Figure 1. Routing congestion map.
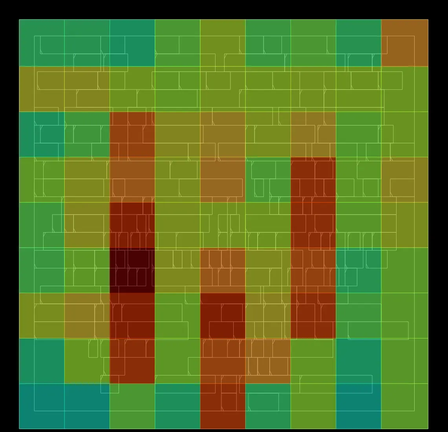
Figure 2. Met1 routing.
Scale bar: 20 um. Supply wires on this layer in grey.
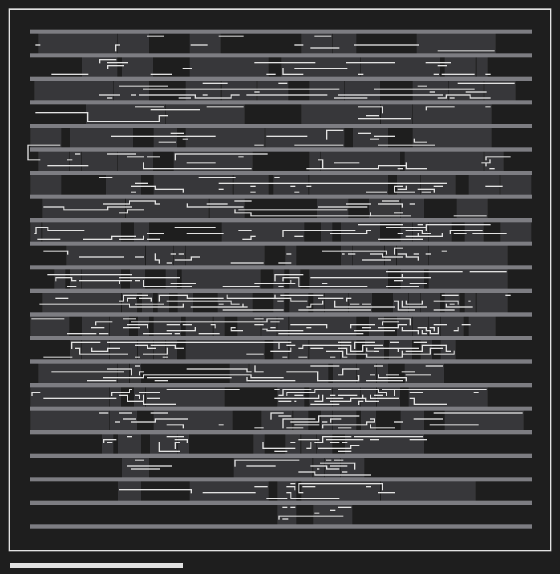
Figure 3. Cells by drive strength.
Scale bar: 20 um.
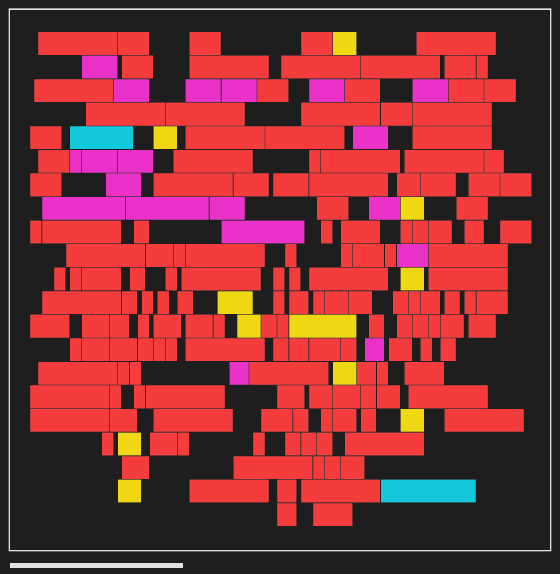
<file path="config.mk">
export PLATFORM = sky130hd
export DESIGN_NAME = uart_receiver
export DESIGN_NICKNAME = d
export VERILOG_FILES = /design/src/rtl/uart_receiver.sv
export SDC_FILE = /design/constraint.sdc
export NUM_CORES = 1
export LEC_CHECK = 0
export CAP_MARGIN = 20
export CORE_MARGIN = 2
export CORE_UTILIZATION = 56
export CTS_CLUSTER_DIAMETER = 200
export DETAILED_ROUTE_END_ITERATION = 10
export GPL_TIMING_DRIVEN = 0
export PLACE_DENSITY = 0.78
export REMOVE_ABC_BUFFERS = 1
export SLEW_MARGIN = 20
export SYNTH_ARGS = -nofsm -noshare
export SYNTH_HDL_FRONTEND = slang
export SYNTH_SLANG_ARGS = --single-unit
</file>
<file path="constraint.sdc">
create_clock -name sys_clk -period 2.6 [get_ports sys_clk]
set_clock_uncertainty 0.2 [all_clocks]
set_input_delay 0.26 -clock sys_clk [delete_from_list [all_inputs] [get_ports sys_clk]]
set_output_delay 0.26 -clock sys_clk [all_outputs]
set_load 0.05 [all_outputs]
</file>
<file path="src/rtl/uart_receiver.sv">
// UART 8-bit receiver, 16x oversampled, with sticky overrun/frame/parity flags.
// Define UART_RX_PARITY_EN to expect an even-parity bit after bit 7.
module uart_receiver #(
  parameter int OSR_DIV = 651
) (
  input  logic       sys_clk,
  input  logic       reset,
  input  logic       UART_RX,
  input  logic       rx_ack,
  input  logic       err_clr,
  output logic [7:0] rx_data,
  output logic       rx_valid,
  output logic       rx_busy,
  output logic       overrun,
  output logic       frame_err,
  output logic       parity_err
);

  localparam int DW = (OSR_DIV > 1) ? $clog2(OSR_DIV) : 1;

  localparam logic [2:0] S_IDLE  = 3'd0;
  localparam logic [2:0] S_START = 3'd1;
  localparam logic [2:0] S_DATA  = 3'd2;
`ifdef UART_RX_PARITY_EN
  localparam logic [2:0] S_PAR   = 3'd3;
`endif
  localparam logic [2:0] S_STOP  = 3'd4;

  logic          r_sync1;
  logic          r_sync2;
  logic          r_rx_d;
  logic [2:0]    r_state;
  logic [DW-1:0] r_div;
  logic [3:0]    r_tick_cnt;
  logic [2:0]    r_bit_cnt;
  logic [7:0]    r_shift;

  logic w_fall;
  logic w_tick;
  logic w_mid;
  logic w_end;
  logic w_stop_smp;
  logic w_frame_ev;
  logic w_deliver;
  logic w_par_ev;
  logic w_par_bad;

  always_ff @(posedge sys_clk or posedge reset) begin
    if (reset) begin
      r_sync1 <= 1'b1;
      r_sync2 <= 1'b1;
      r_rx_d  <= 1'b1;
    end else begin
      r_sync1 <= UART_RX;
      r_sync2 <= r_sync1;
      r_rx_d  <= r_sync2;
    end
  end

  // Edge-based start: a line stuck low never re-arms until it goes high.
  assign w_fall = r_rx_d & ~r_sync2;

  assign w_tick = (r_state != S_IDLE) &&
                  (r_div == DW'(OSR_DIV - 1));
  assign w_mid  = w_tick && (r_tick_cnt == 4'd7);
  assign w_end  = w_tick && (r_tick_cnt == 4'd15);

  always_ff @(posedge sys_clk or posedge reset) begin
    if (reset) begin
      r_div <= '0;
    end else if (r_state == S_IDLE || w_tick) begin
      r_div <= '0;
    end else begin
      r_div <= r_div + DW'(1);
    end
  end

  always_ff @(posedge sys_clk or posedge reset) begin
    if (reset) begin
      r_state    <= S_IDLE;
      r_tick_cnt <= 4'd0;
      r_bit_cnt  <= 3'd0;
      r_shift    <= 8'h00;
    end else begin
      case (r_state)
        S_IDLE: begin
          r_tick_cnt <= 4'd0;
          r_bit_cnt  <= 3'd0;
          if (w_fall) begin
            r_state <= S_START;
          end
        end
        S_START: begin
          if (w_mid) begin
            r_tick_cnt <= 4'd0;
            r_state    <= r_sync2 ? S_IDLE : S_DATA;
          end else if (w_tick) begin
            r_tick_cnt <= r_tick_cnt + 4'd1;
          end
        end
        S_DATA: begin
          if (w_tick) begin
            r_tick_cnt <= r_tick_cnt + 4'd1;
          end
          if (w_end) begin
            r_shift   <= {r_sync2, r_shift[7:1]};
            r_bit_cnt <= r_bit_cnt + 3'd1;
            if (r_bit_cnt == 3'd7) begin
`ifdef UART_RX_PARITY_EN
              r_state <= S_PAR;
`else
              r_state <= S_STOP;
`endif
            end
          end
        end
`ifdef UART_RX_PARITY_EN
        S_PAR: begin
          if (w_tick) begin
            r_tick_cnt <= r_tick_cnt + 4'd1;
          end
          if (w_end) begin
            r_state <= S_STOP;
          end
        end
`endif
        S_STOP: begin
          if (w_tick) begin
            r_tick_cnt <= r_tick_cnt + 4'd1;
          end
          if (w_end) begin
            r_state <= S_IDLE;
          end
        end
        default: begin
          r_state <= S_IDLE;
        end
      endcase
    end
  end

`ifdef UART_RX_PARITY_EN
  logic r_par_bad;

  assign w_par_ev = (r_state == S_PAR) && w_end &&
                    (^{r_shift, r_sync2});

  // Remembered so the stop bit is still checked after a parity miss.
  always_ff @(posedge sys_clk or posedge reset) begin
    if (reset) begin
      r_par_bad <= 1'b0;
    end else if (r_state == S_IDLE) begin
      r_par_bad <= 1'b0;
    end else if (w_par_ev) begin
      r_par_bad <= 1'b1;
    end
  end

  assign w_par_bad = r_par_bad;
`else
  assign w_par_ev  = 1'b0;
  assign w_par_bad = 1'b0;
`endif

  assign w_stop_smp = (r_state == S_STOP) && w_end;
  assign w_frame_ev = w_stop_smp && !r_sync2;
  assign w_deliver  = w_stop_smp && r_sync2 && !w_par_bad;

  always_ff @(posedge sys_clk or posedge reset) begin
    if (reset) begin
      rx_data  <= 8'h00;
      rx_valid <= 1'b0;
    end else if (w_deliver && (!rx_valid || rx_ack)) begin
      rx_data  <= r_shift;
      rx_valid <= 1'b1;
    end else if (rx_ack) begin
      rx_valid <= 1'b0;
    end
  end

  always_ff @(posedge sys_clk or posedge reset) begin
    if (reset) begin
      overrun   <= 1'b0;
      frame_err <= 1'b0;
    end else begin
      if (w_deliver && rx_valid && !rx_ack) begin
        overrun <= 1'b1;
      end else if (err_clr) begin
        overrun <= 1'b0;
      end
      if (w_frame_ev) begin
        frame_err <= 1'b1;
      end else if (err_clr) begin
        frame_err <= 1'b0;
      end
    end
  end

`ifdef UART_RX_PARITY_EN
  always_ff @(posedge sys_clk or posedge reset) begin
    if (reset) begin
      parity_err <= 1'b0;
    end else if (w_par_ev) begin
      parity_err <= 1'b1;
    end else if (err_clr) begin
      parity_err <= 1'b0;
    end
  end
`else
  assign parity_err = w_par_ev;
`endif

  assign rx_busy = (r_state != S_IDLE);

endmodule

</file>
==> results.sh <==
# source this file to load flow results
export IMPL_grt_pass1_vias=1377
export IMPL_finalPower_mw=1.34
export IMPL_startpoint_type="flip-flop"
export IMPL_layout_nets=201
export IMPL_grt_max_degree=30
export IMPL_pg_seq_mw=0.750
export IMPL_clk_latency_ns=0.36
export IMPL_placed_area_um2=2120
export IMPL_final_cell_area_um2=2230
export IMPL_yosys_dominant_comb_family="simple AND/OR/NAND/NOR gates"
export IMPL_grt_pass1_wl_mm=6.14
export IMPL_largest_area_cell="dfrtp_1"
export IMPL_drtIter0Drc=73
export IMPL_worstSetupEndpointType="output pin"
export IMPL_drtAntennaViolNets=0
export IMPL_antenna_found_initial=0
export IMPL_area_leaders="dfrtp_1, mux2_2, dfstp_2"
export IMPL_die_h_um=62.4
export IMPL_status="complete, no violations"
export IMPL_cp_max_fo=10
export IMPL_n_fill_cell=271
export IMPL_slew_viol_final=0
export IMPL_fmax_mhz=398
export IMPL_synth_simple_area_share_pct=17.7
export IMPL_syn_area_per_cell_um2=11.4
export IMPL_crit_chain="or2_2, nor2_1, inv_1, dlygate4sd2_1"
export IMPL_h_tree_depth=2
export IMPL_warnings=26
export IMPL_ys_flops=42
export IMPL_internal_power_mw=0.972
export IMPL_fin_crit_sh_pct=96.6
export IMPL_lay_top_cells="dfrtp_1, nor2_1, clkdlybuf4s50_1, nand2_1, mux2_2"
export IMPL_power_frac_comb_pct=12.7
export IMPL_edf_count=0
export IMPL_pin_count=18
export IMPL_holdWs_ns=0.0933
export IMPL_synth_top_flop_cell="dfrtp_1"
export IMPL_clkPwrFrac_pct=31.2
export IMPL_worst_path_buf_inv=2
export IMPL_syn_inst=168
export IMPL_routed_wl_mm=3.37
export IMPL_drc=0
export IMPL_synth_top_cell_by_count="dfrtp_1"
export IMPL_p_leak_nw=1.03
export IMPL_clockBufferDepth=2
export IMPL_mux_area_share_pct=10.5
export IMPL_io_buffers=16
export IMPL_numCtsBuffers=5
export IMPL_switching_power_mw=0.366
export IMPL_cp_data_arrival_time_ns=2.05
export IMPL_clock_sinks=42
export IMPL_fin_cells=238
export IMPL_max_slew_margin_pct=65.8
export IMPL_ys_seq_share_pct=55.3
export IMPL_fp_util_pct=57.6
export IMPL_crit_slowest_cell="dfrtp_1"
export IMPL_layout_drive_gt1_share_pct=16.7
export IMPL_cpLargestDelayFamily="simple AND/OR/NAND/NOR gates"
export IMPL_min_period_ns=2.51
export IMPL_cts_tree="yes"
export IMPL_swShare_pct=27.3
export IMPL_ys_sh_adder_pct=3.28
export IMPL_max_cap_violations=0
export IMPL_die_w_um=62.4
export IMPL_yosys_area_top_type_share_pct=51.2
export IMPL_antenna_cells=0
export IMPL_dp_hpwl_mm=2.45
export IMPL_ys_area_um2=1910
export IMPL_synth_warnings=0
export IMPL_common_cells="dfrtp_1, nor2_1, nand2_1, mux2_2, a21oi_1"
export IMPL_netlist_area_um2=1910
export IMPL_vias=1294
export IMPL_die_area_um2=3890
export IMPL_dp_cells=226
export IMPL_ys_cells=168
export IMPL_overflow=0
Notes on Figure 1 above:
final core occ: 67.4%
GRT met3 Usage: 6.16%
busiest grt layer: met2
met2 GRT Util: 34.0%
post-DR wirelength/cell: 14.1 um

Notes on Figure 2 above:
longest straight run: 26.2 um
main direction: horizontal
nets with wire on the layer: 182

Notes on Figure 3 above:
[red] drive 1 or less | cells: 160 | most used: dfrtp_1
[yellow] drive 3 to 4 | cells: 11 | most used: clkbuf_4
[cyan] drive 6 and up | cells: 2
[magenta] drive 2 | cells: 19 | most used: mux2_2

==> final cells by class <==
type                    instances  area share (%)
clock buffers                   6            1.85
inverters                       6            1.01
multi-input cells             115            36.1
flip-flops and latches         42            47.3
well taps                      46            2.58
repair buffers                 21            9.48
clock inverters                 2            1.68
==> layer usage <==
layer  wire, um  track usage, %  vias up
met2       1750            34.0       31
met3        138            6.16        4
met4         35            10.0        0
met1       1440            24.7      630
li1           -               -      629
met5          0               0        -
==> path summary, 6_finish.rpt <==
check / from / endpoint / slack (ns) / cells after the start
max in group asynchronous: reset / r_rx_d / 1.18 / 4
setup reg to reg: r_div[0] / r_tick_cnt[3] / 0.20 / 6
min in group asynchronous: reset / rx_data[2] / 0.51 / 3
hold / removal: UART_RX / r_sync1 / 0.09 / 1
setup / recovery: r_state[1] / rx_busy / 0.09 / 4
hold reg to reg: r_sync1 / r_sync2 / 0.16 / 0
==> sequential cells by signal (all words and copies together), names as in the netlist <==
signal      flops
r_rx_d          1
r_sync2         1
r_div          10
r_state         3
r_sync1         1
r_bit_cnt       3
rx_valid        1
rx_data         8
r_shift         8
overrun         1
r_tick_cnt      4
frame_err       1
==> logic make-up (layout without fill, tap and decap cells) <==
family                   after synthesis  in the layout
XOR/XNOR                               8              8
AND/OR/NAND/NOR                       62             62
other                                  1              1
buffers and inverters                 11             35
multiplexers                          18             18
adder cells (fa/ha/maj)                5              5
AND-OR/OR-AND                         21             21
flip-flops                            42             42
==> repair_timing <==
action | in CTS | in global routing
endpoints found under the hold margin | 13 | 0
setup endpoints to repair | 1 | 8
hold buffers | 1 | 0
buffers inserted | 0 | 3
gates resized | 1 | 1
pin swaps | 0 | 1
